Figure 1. Sizing map (run 1).
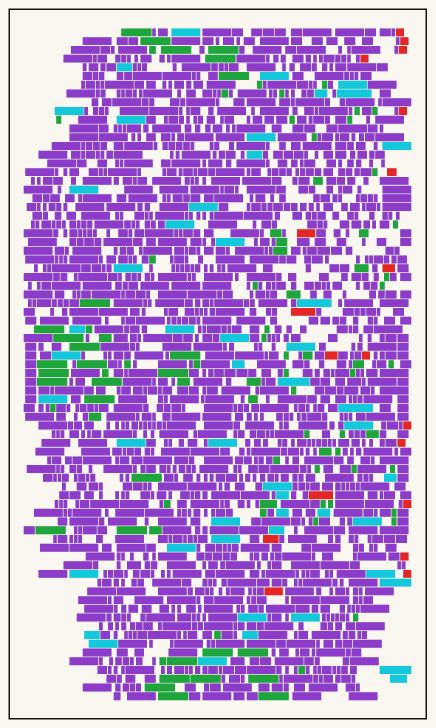
Figure 2. Routed metal, one color a layer (run 1).
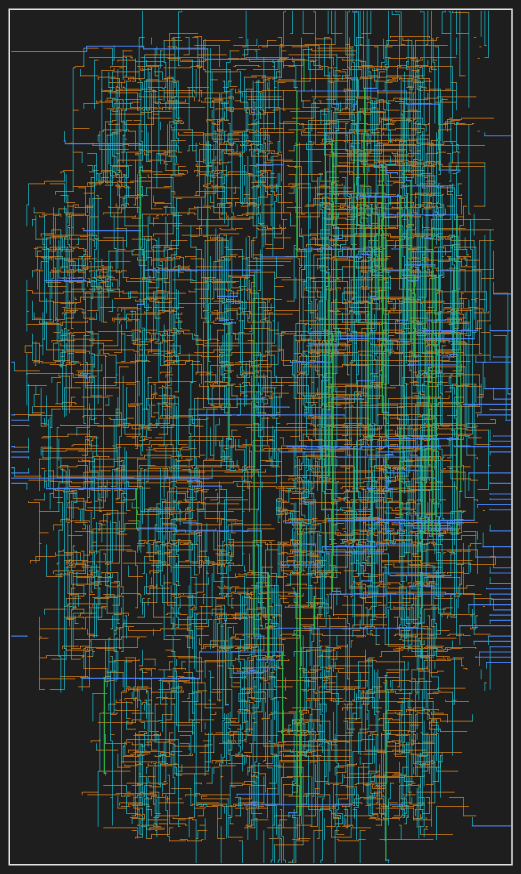
Figure 3. Cells colored by class (run 1).
Fill, decap, tap and diode cells in gray.
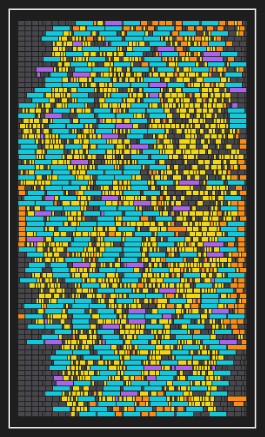
`src/rtl/musicbox_mode_controller_if.sv`:
```
// SDRAM-side request/acknowledge port of the MusicBox mode controller.
// The controller is the master. The SDRAM interface sits behind the slave modport.
interface musicbox_mode_controller_if #(
  parameter int ADDR_W = 24
) ();
  // Handshake rules:
  // - mem_req is the valid. It rises with mem_write, mem_address and mem_writeData
  //   already settled, and it holds all of them until the one-cycle mem_ack (the ready).
  // - mem_ack also qualifies mem_readData.
  // - An ack that arrives while mem_req is low carries no meaning.
  logic              mem_req;
  logic              mem_write;
  logic [ADDR_W-1:0] mem_address;
  logic [15:0]       mem_writeData;
  logic              mem_ack;
  logic [15:0]       mem_readData;

  modport master (
    output mem_req, mem_write, mem_address, mem_writeData,
    input  mem_ack, mem_readData
  );

  modport slave (
    input  mem_req, mem_write, mem_address, mem_writeData,
    output mem_ack, mem_readData
  );
endinterface

```
`src/rtl/musicbox_mode_controller.sv`:
```
// MusicBox operating-mode controller: conditions the GPIO keys/buttons and arbitrates
// song playback, recording and replay, streaming sample-rate key state through SDRAM.
module musicbox_mode_controller #(
  parameter int DEBOUNCE_CYCLES = 500000,
  parameter int SAMPLE_DIV      = 6250,
  parameter int MAX_REC_SAMPLES = 240000,
  parameter int ADDR_W          = 24
) (
  input  logic                       max10Board_50MhzClock,
  input  logic                       reset_n,
  input  logic [5:0]                 max10Board_GPIO_Input_MusicKeys,
  input  logic                       max10Board_GPIO_Input_PlaySong0,
  input  logic                       max10Board_GPIO_Input_PlaySong1,
  input  logic                       max10Board_GPIO_Input_MakeRecording,
  input  logic                       max10Board_GPIO_Input_PlayRecording,
  input  logic                       song_done,
  musicbox_mode_controller_if.master mem_if,
  output logic [5:0]                 keys_live,
  output logic [5:0]                 keys_playback,
  output logic                       song_enable,
  output logic                       song_select,
  output logic [2:0]                 mode,
  output logic [ADDR_W-1:0]          rec_length,
  output logic                       overrun
);
  localparam int NIN = 10;
  localparam int DW  = $clog2(DEBOUNCE_CYCLES + 1);
  localparam int TW  = (SAMPLE_DIV > 1) ? $clog2(SAMPLE_DIV) : 1;

  typedef enum logic [2:0] {
    S_IDLE     = 3'd0,
    S_SONG0    = 3'd1,
    S_SONG1    = 3'd2,
    S_RECORD   = 3'd3,
    S_PLAYBACK = 3'd4,
    S_DRAIN    = 3'd5
  } state_t;

  logic             clk;
  logic [NIN-1:0]   w_raw;
  logic [NIN-1:0]   r_sync1, r_sync2, r_deb_n, r_press;
  logic [DW-1:0]    r_db_cnt [NIN];
  logic [TW-1:0]    r_tick_cnt;
  logic             w_tick;
  state_t           r_state, w_next_state;
  logic             r_mem_req, r_mem_write;
  logic [ADDR_W-1:0] r_mem_address, r_rec_ptr, r_play_ptr, r_rec_length;
  logic [15:0]      r_mem_wdata;
  logic [5:0]       r_keys_playback;
  logic             r_overrun;
  logic             w_press_s0, w_press_s1, w_press_mk, w_press_pr, w_any_press;
  logic             w_ack, w_busy_after, w_streaming, w_issue, w_drop;
  logic [ADDR_W-1:0] w_rec_ptr_inc, w_play_ptr_inc;
  logic             w_rec_full, w_play_done, w_play_ok;
  logic             w_unused;

  assign clk   = max10Board_50MhzClock;
  assign w_raw = {max10Board_GPIO_Input_PlayRecording, max10Board_GPIO_Input_MakeRecording,
                  max10Board_GPIO_Input_PlaySong1, max10Board_GPIO_Input_PlaySong0,
                  max10Board_GPIO_Input_MusicKeys};

  // Debounced levels stay in raw active-low form. A press is flagged when the level commits low.
  always_ff @(posedge clk or negedge reset_n) begin
    if (!reset_n) begin
      r_sync1 <= '1;
      r_sync2 <= '1;
      r_deb_n <= '1;
      r_press <= '0;
      for (int i = 0; i < NIN; i++) r_db_cnt[i] <= '0;
    end else begin
      r_sync1 <= w_raw;
      r_sync2 <= r_sync1;
      r_press <= '0;
      for (int i = 0; i < NIN; i++) begin
        if (r_sync2[i] == r_deb_n[i]) begin
          r_db_cnt[i] <= '0;
        end else if (r_db_cnt[i] == DW'(DEBOUNCE_CYCLES - 1)) begin
          r_deb_n[i]  <= r_sync2[i];
          r_db_cnt[i] <= '0;
          r_press[i]  <= ~r_sync2[i];
        end else begin
          r_db_cnt[i] <= r_db_cnt[i] + DW'(1);
        end
      end
    end
  end

  assign keys_live   = ~r_deb_n[5:0];
  assign w_press_s0  = r_press[6];
  assign w_press_s1  = r_press[7];
  assign w_press_mk  = r_press[8];
  assign w_press_pr  = r_press[9];
  assign w_any_press = |r_press[9:6];
  assign w_unused    = ^{mem_if.mem_readData[15:6], r_press[5:0]};

  always_ff @(posedge clk or negedge reset_n) begin
    if (!reset_n)    r_tick_cnt <= '0;
    else if (w_tick) r_tick_cnt <= '0;
    else             r_tick_cnt <= r_tick_cnt + TW'(1);
  end
  assign w_tick = (r_tick_cnt == TW'(SAMPLE_DIV - 1));

  assign w_ack          = mem_if.mem_ack & r_mem_req;
  assign w_busy_after   = r_mem_req & ~w_ack;
  assign w_rec_ptr_inc  = r_rec_ptr + ADDR_W'(1);
  assign w_play_ptr_inc = r_play_ptr + ADDR_W'(1);
  assign w_rec_full     = (w_rec_ptr_inc == ADDR_W'(MAX_REC_SAMPLES));
  assign w_play_done    = (w_play_ptr_inc == r_rec_length);
  // A refused PlayRecording lets the next-priority button through.
  assign w_play_ok      = w_press_pr & (r_rec_length != '0);

  always_ff @(posedge clk or negedge reset_n) begin
    if (!reset_n) r_state <= S_IDLE;
    else          r_state <= w_next_state;
  end

  always_comb begin
    w_next_state = r_state;
    case (r_state)
      S_IDLE: begin
        if (w_press_mk)      w_next_state = S_RECORD;
        else if (w_play_ok)  w_next_state = S_PLAYBACK;
        else if (w_press_s0) w_next_state = S_SONG0;
        else if (w_press_s1) w_next_state = S_SONG1;
      end
      S_SONG0, S_SONG1: begin
        if (song_done || w_any_press) w_next_state = S_IDLE;
      end
      S_RECORD: begin
        if (w_any_press || (w_ack && w_rec_full))
          w_next_state = w_busy_after ? S_DRAIN : S_IDLE;
      end
      S_PLAYBACK: begin
        if (w_ack && w_play_done) w_next_state = S_IDLE;
        else if (w_any_press)     w_next_state = w_busy_after ? S_DRAIN : S_IDLE;
      end
      S_DRAIN: begin
        if (!w_busy_after) w_next_state = S_IDLE;
      end
      default: w_next_state = S_IDLE;
    endcase
  end

  assign w_streaming = (r_state == S_RECORD) || (r_state == S_PLAYBACK);
  assign w_issue     = w_tick & ~r_mem_req & w_streaming & (w_next_state == r_state);
  assign w_drop      = w_tick & r_mem_req & w_streaming;

  always_ff @(posedge clk or negedge reset_n) begin
    if (!reset_n) begin
      r_mem_req       <= 1'b0;
      r_mem_write     <= 1'b0;
      r_mem_address   <= '0;
      r_mem_wdata     <= '0;
      r_rec_ptr       <= '0;
      r_play_ptr      <= '0;
      r_rec_length    <= '0;
      r_keys_playback <= '0;
      r_overrun       <= 1'b0;
    end else begin
      if (w_ack) begin
        r_mem_req <= 1'b0;
      end else if (w_issue) begin
        r_mem_req     <= 1'b1;
        r_mem_write   <= (r_state == S_RECORD);
        r_mem_address <= (r_state == S_RECORD) ? r_rec_ptr : r_play_ptr;
        r_mem_wdata   <= {10'b0, keys_live};
      end
      if (w_drop) r_overrun <= 1'b1;
      // The ack's direction comes from the request it completes, so a draining write still counts.
      if (w_ack) begin
        if (r_mem_write) begin
          r_rec_ptr    <= w_rec_ptr_inc;
          r_rec_length <= w_rec_ptr_inc;
        end else begin
          r_keys_playback <= mem_if.mem_readData[5:0];
          r_play_ptr      <= w_play_ptr_inc;
        end
      end
      if (r_state == S_IDLE && w_next_state == S_RECORD) begin
        r_rec_ptr    <= '0;
        r_rec_length <= '0;
        r_overrun    <= 1'b0;
      end
      if (r_state == S_IDLE && w_next_state == S_PLAYBACK) r_play_ptr <= '0;
      if (r_state != S_IDLE && w_next_state == S_IDLE) r_keys_playback <= '0;
    end
  end

  assign mem_if.mem_req       = r_mem_req;
  assign mem_if.mem_write     = r_mem_write;
  assign mem_if.mem_address   = r_mem_address;
  assign mem_if.mem_writeData = r_mem_wdata;
  assign keys_playback        = r_keys_playback;
  assign song_enable          = (r_state == S_SONG0) || (r_state == S_SONG1);
  assign song_select          = (r_state == S_SONG1);
  assign mode                 = r_state;
  assign rec_length           = r_rec_length;
  assign overrun              = r_overrun;
endmodule

```
`src/flat_wrapper.sv`:
```
// flat-port wrapper written by rule: the top's interface ports become plain ports
module musicbox_mode_controller_flat 
#(
  parameter int DEBOUNCE_CYCLES = 500000,
  parameter int SAMPLE_DIV      = 6250,
  parameter int MAX_REC_SAMPLES = 240000,
  parameter int ADDR_W          = 24
)
  (max10Board_50MhzClock, reset_n, max10Board_GPIO_Input_MusicKeys, max10Board_GPIO_Input_PlaySong0, max10Board_GPIO_Input_PlaySong1, max10Board_GPIO_Input_MakeRecording, max10Board_GPIO_Input_PlayRecording, song_done, keys_live, keys_playback, song_enable, song_select, mode, rec_length, overrun, mem_if_mem_req, mem_if_mem_write, mem_if_mem_address, mem_if_mem_writeData, mem_if_mem_ack, mem_if_mem_readData);
  musicbox_mode_controller_if #(.ADDR_W(ADDR_W)) mem_if_i ();
  input  logic max10Board_50MhzClock;
  input  logic reset_n;
  input  logic [5:0] max10Board_GPIO_Input_MusicKeys;
  input  logic max10Board_GPIO_Input_PlaySong0;
  input  logic max10Board_GPIO_Input_PlaySong1;
  input  logic max10Board_GPIO_Input_MakeRecording;
  input  logic max10Board_GPIO_Input_PlayRecording;
  input  logic song_done;
  output logic [5:0] keys_live;
  output logic [5:0] keys_playback;
  output logic song_enable;
  output logic song_select;
  output logic [2:0] mode;
  output logic [ADDR_W-1:0] rec_length;
  output logic overrun;
  output wire logic [$bits(mem_if_i.mem_req)-1:0] mem_if_mem_req;
  output wire logic [$bits(mem_if_i.mem_write)-1:0] mem_if_mem_write;
  output wire logic [$bits(mem_if_i.mem_address)-1:0] mem_if_mem_address;
  output wire logic [$bits(mem_if_i.mem_writeData)-1:0] mem_if_mem_writeData;
  input wire logic [$bits(mem_if_i.mem_ack)-1:0] mem_if_mem_ack;
  input wire logic [$bits(mem_if_i.mem_readData)-1:0] mem_if_mem_readData;
  assign mem_if_mem_req = mem_if_i.mem_req;
  assign mem_if_mem_write = mem_if_i.mem_write;
  assign mem_if_mem_address = mem_if_i.mem_address;
  assign mem_if_mem_writeData = mem_if_i.mem_writeData;
  assign mem_if_i.mem_ack = mem_if_mem_ack;
  assign mem_if_i.mem_readData = mem_if_mem_readData;
  musicbox_mode_controller #(.DEBOUNCE_CYCLES(DEBOUNCE_CYCLES), .SAMPLE_DIV(SAMPLE_DIV), .MAX_REC_SAMPLES(MAX_REC_SAMPLES), .ADDR_W(ADDR_W)) u_core (.max10Board_50MhzClock(max10Board_50MhzClock), .reset_n(reset_n), .max10Board_GPIO_Input_MusicKeys(max10Board_GPIO_Input_MusicKeys), .max10Board_GPIO_Input_PlaySong0(max10Board_GPIO_Input_PlaySong0), .max10Board_GPIO_Input_PlaySong1(max10Board_GPIO_Input_PlaySong1), .max10Board_GPIO_Input_MakeRecording(max10Board_GPIO_Input_MakeRecording), .max10Board_GPIO_Input_PlayRecording(max10Board_GPIO_Input_PlayRecording), .song_done(song_done), .mem_if(mem_if_i), .keys_live(keys_live), .keys_playback(keys_playback), .song_enable(song_enable), .song_select(song_select), .mode(mode), .rec_length(rec_length), .overrun(overrun));
endmodule
```
`config.mk`:
```
export PLATFORM = sky130hd
export DESIGN_NAME = musicbox_mode_controller_flat
export DESIGN_NICKNAME = d
export VERILOG_FILES = /design/src/rtl/musicbox_mode_controller_if.sv /design/src/rtl/musicbox_mode_controller.sv /design/src/flat_wrapper.sv
export SDC_FILE = /design/constraint.sdc
export NUM_CORES = 1
export LEC_CHECK = 0
export ABC_CLOCK_PERIOD_IN_PS = 5800
export CAP_MARGIN = 20
export CORE_ASPECT_RATIO = 1.75
export CORE_MARGIN = 4
export CORE_UTILIZATION = 64
export DETAILED_ROUTE_END_ITERATION = 8
export GPL_TIMING_DRIVEN = 0
export PLACE_DENSITY = 0.86
export SLEW_MARGIN = 0
export SYNTH_ARGS = -nofsm -noshare
export SYNTH_HDL_FRONTEND = slang
export SYNTH_SLANG_ARGS = --single-unit
```
`constraint.sdc`:
```
create_clock -name max10Board_50MhzClock -period 5.8 [get_ports max10Board_50MhzClock]
set_input_delay 1.16 -clock max10Board_50MhzClock [delete_from_list [all_inputs] [get_ports max10Board_50MhzClock]]
set_output_delay 1.16 -clock max10Board_50MhzClock [all_outputs]
set_load 0.01 [all_outputs]
```
==> run_results.csv, run 1 <==
group,metric,value,unit
floorplan,fp_util,65.2,%
pwr,peak_ir_drop_on_the_vdd_network,0.235,mV
cts,holdBufCountCts,0,
logic_synthesis,synth_area,0.0165,sq mm
grt,use_met3,3.12,%
routing,dr.first_iter.drc_count,865,
sta,final.hold.worst_slack,356,ps
pwr,pg_clk,2.04,mW
logic_synthesis,post-synth-top-area-cell,"sky130_fd_sc_hd__dfrtp_1",
floorplan,die_x,129,um
logic_synthesis,ys_sh_xor,13.9,%
sta,setup_viol_count_final,0,
routing,top_layer,"met4",
logic_synthesis,cell_types_with_the_largest_area_share_after_synthesis,"sky130_fd_sc_hd__dfrtp_1, sky130_fd_sc_hd__nor2_1, sky130_fd_sc_hd__xor2_1, sky130_fd_sc_hd__xnor2_1, sky130_fd_sc_hd__dfstp_2",
setup_path,arrival,2360,ps
logic_synthesis,ys_cells,1728,
finish,comb-cell-share,40.7,%
setup_path,path_max_fanout,8,
placed_design,placed_cells_incl_taps,2149,
logic_synthesis,yosys.area_share.adder,1.21,%
sta,fin_skew,11.0,ps
finish,regMostFlops,"u_core.r_db_cnt",
pwr,share_seq_of_total_power,51.6,%
setup_path,worstPathCellList,"clkbuf_1, nand2b_1, nor2_1, clkdlybuf4s50_1",
pwr,pwr_top,"registers",
pwr,swShare,21.5,%
cts,htree_levels,1,
logic_synthesis,number_of_enable_type_register_cells_in_the_synthesized_netlist,0,
grt,grt_first_pass_wirelength,62.6,mm
cts,tritoncts_clock_tree,"built",
pwr,power_sequential,2.35,mW
placed_design,io_buffer_count,93,
sta,post-route-period-util,60.6,%
sta,fmaxAchievable,284,MHz
logic_synthesis,synth_cells,1728,
pwr,power.switching,0.979,mW
cts,ctsRootBufferMaster,"sky130_fd_sc_hd__clkbuf_16",
pwr,pwr_density_cell,240,mW/mm^2
run_status,result_of_the_run,"complete, no violations",
logic_synthesis,yosys.cell_count.top_type,"sky130_fd_sc_hd__nor2_1",
grt,use_met1,31.2,%
routing,dr_wl_met3,1.76,mm
finish,dominant-cell-class,"flip-flops and latches",
grt,antenna_violations_before_repair,0,
finish,clockBufferCount,47,
logic_synthesis,yosys-mux-area-fraction,2.11,%
finish,final-comb-area,0.00772,sq mm
pwr,p_clk_share,44.8,%
sta,tightestPinTransition,901,ps
finish,instances_no_fill,2204,
logic_synthesis,yosysChipArea,0.0165,sq mm
logic_synthesis,synth_cell_types,80,
routing,antenna_violating_nets_post_route,0,
logic_synthesis,synth.top_cells.by_count,"sky130_fd_sc_hd__nor2_1, sky130_fd_sc_hd__dfrtp_1, sky130_fd_sc_hd__nand2_1, sky130_fd_sc_hd__xor2_1, sky130_fd_sc_hd__xnor2_1",
logic_synthesis,yosys.area_share.aoi,4.76,%
pwr,combinationalPower,0.165,mW
-- Figure 1 (at the start) --
Key: purple = x1 and smaller [cells 1724, share 91%]; green = x2 [cells 95, share 5.0%]; red = x3 and x4 [cells 19, share 1.0%]; cyan = x6 and larger [cells 50, share 2.6%]
cell area after layout: 0.0190 sq mm
area added between synthesis and finish: 14.9%

-- Figure 2 (at the start) --
Key: blue = M3 [wire length 1760 um]; green = M4 [wire length 2120 um]; orange = M1 [wire length 13900 um]; cyan = M2 [wire length 20.3 mm]
vias: 12900
total routed wirelength: 38.1 mm
average wire length per cell after detail routing: 17.3 um
global-route usage over all layers: 27.1%

-- Figure 3 (at the start) --
Key: yellow = remaining logic cells [cells 1322]; orange = remaining buffers and delay cells [cells 184]; cyan = registers [cells 327]; purple = clock drivers and dummy loads [cells 55]
CORE AREA: 0.0253 sq mm
Seq/total area: 43.3%
std cell rows: 77
final standard cell utilization of the core: 74.9%

## Run 2: what changed since run 1
Settings changed: ABC_CLOCK_PERIOD_IN_PS 5800 to 2900, CORE_UTILIZATION 64 to 54, PLACE_DENSITY 0.86 to 0.77.
Clock period 5.8 ns to 2.9 ns, I/O delays scaled along.
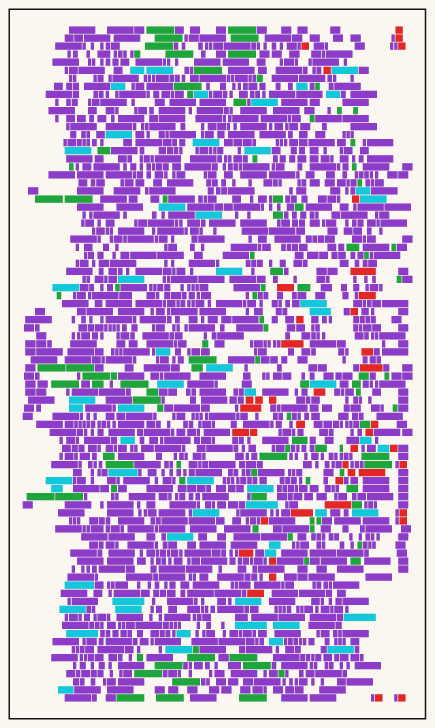
Figure 4: run 2, sizing map.
area added between synthesis and finish: 17.5%
PnR worst setup slack: 32.2 ps

==> run 2 against run 1 <==
  * Core utilization fell by 11 points
  * Sequential share of layout area shrank 0.93 points
  * Clock skew is essentially flat
  * Clock power is 120% higher
  * Final cell count up 3.9%
  * Synthesized area unchanged
  * Setup slack got worse by 2300 ps
  * Largest power group unchanged
==> run_results.csv, run 2 <==
group,metric,value,unit
run_status,result_of_the_run,"complete, no violations",
logic_synthesis,yosys.area_share.adder,1.21,%
sta,fmaxAchievable,349,MHz
cts,holdBufCountCts,0,
pwr,pwr_top,"registers",
routing,routed-via-count,12600,
floorplan,floorplan.core_area,0.0302,sq mm
routing,average_wire_length_per_cell_after_detail_routing,17.0,um
pwr,peak_ir_drop_on_the_vdd_network,0.457,mV
logic_synthesis,ys_sh_xor,13.9,%
logic_synthesis,yosys.cell_count.top_type,"sky130_fd_sc_hd__nor2_1",
logic_synthesis,ys_cells,1728,
pwr,power.switching,2.03,mW
logic_synthesis,post-synth-top-area-cell,"sky130_fd_sc_hd__dfrtp_1",
sta,post-route-period-util,98.9,%
sta,tightestPinTransition,852,ps
finish,dominant-cell-class,"flip-flops and latches",
pwr,p_clk_share,46.9,%
logic_synthesis,synth_cell_types,80,
logic_synthesis,yosys-mux-area-fraction,2.11,%
finish,comb-cell-share,40.4,%
cts,htree_levels,1,
finish,instances_no_fill,2291,
setup_path,arrival,3310,ps
logic_synthesis,synth.top_cells.by_count,"sky130_fd_sc_hd__nor2_1, sky130_fd_sc_hd__dfrtp_1, sky130_fd_sc_hd__nand2_1, sky130_fd_sc_hd__xor2_1, sky130_fd_sc_hd__xnor2_1",
cts,tritoncts_clock_tree,"built",
setup_path,path_max_fanout,7,
floorplan,fp_util,54.7,%
cts,ctsRootBufferMaster,"sky130_fd_sc_hd__clkbuf_16",
routing,dr.first_iter.drc_count,727,
finish,postLayoutCellArea,0.0194,sq mm
pwr,share_seq_of_total_power,49.7,%
finish,area.share.sequential,42.4,%
grt,use_met3,2.80,%
routing,top_layer,"met5",
grt,global_route_usage_over_all_layers,23.2,%
sta,setup_viol_count_final,0,
sta,final.hold.worst_slack,87.2,ps
setup_path,worstPathCellList,"ha_2, nand2_1, or3_1, a222oi_1, and4b_1, nand4_2, o31ai_4, buf_12, a21oi_1",
logic_synthesis,cell_types_with_the_largest_area_share_after_synthesis,"sky130_fd_sc_hd__dfrtp_1, sky130_fd_sc_hd__nor2_1, sky130_fd_sc_hd__xor2_1, sky130_fd_sc_hd__xnor2_1, sky130_fd_sc_hd__dfstp_2",
logic_synthesis,number_of_enable_type_register_cells_in_the_synthesized_netlist,0,
finish,final_standard_cell_utilization_of_the_core,64.3,%
floorplan,std_cell_rows,84,
finish,regMostFlops,"u_core.r_db_cnt",
grt,antenna_violations_before_repair,2,
pwr,pwr_density_cell,487,mW/mm^2
grt,grt_first_pass_wirelength,64.4,mm
logic_synthesis,synth_cells,1728,
pwr,power_sequential,4.70,mW
pwr,combinationalPower,0.323,mW
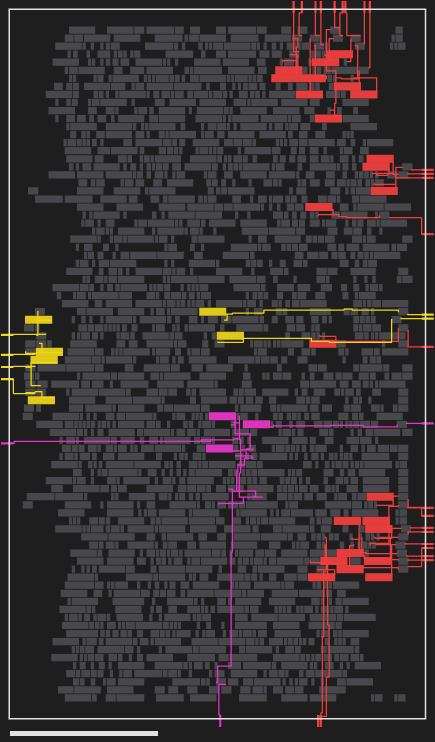
Figure 5: run 2, port wiring.
Bar = 50 um.
Key: magenta = `mode` [direction output, end cells 3, buffers 3, wire 332 um]; red = `mem_if_mem_address` [direction output, end cells 24, buffers 24, wire 773 um]; yellow = `keys_playback` [direction output, end cells 6, buffers 6, wire 252 um]
total I/O pin count: 114
number of port buffers: 93

Power is estimated from default activity; no workload was simulated.
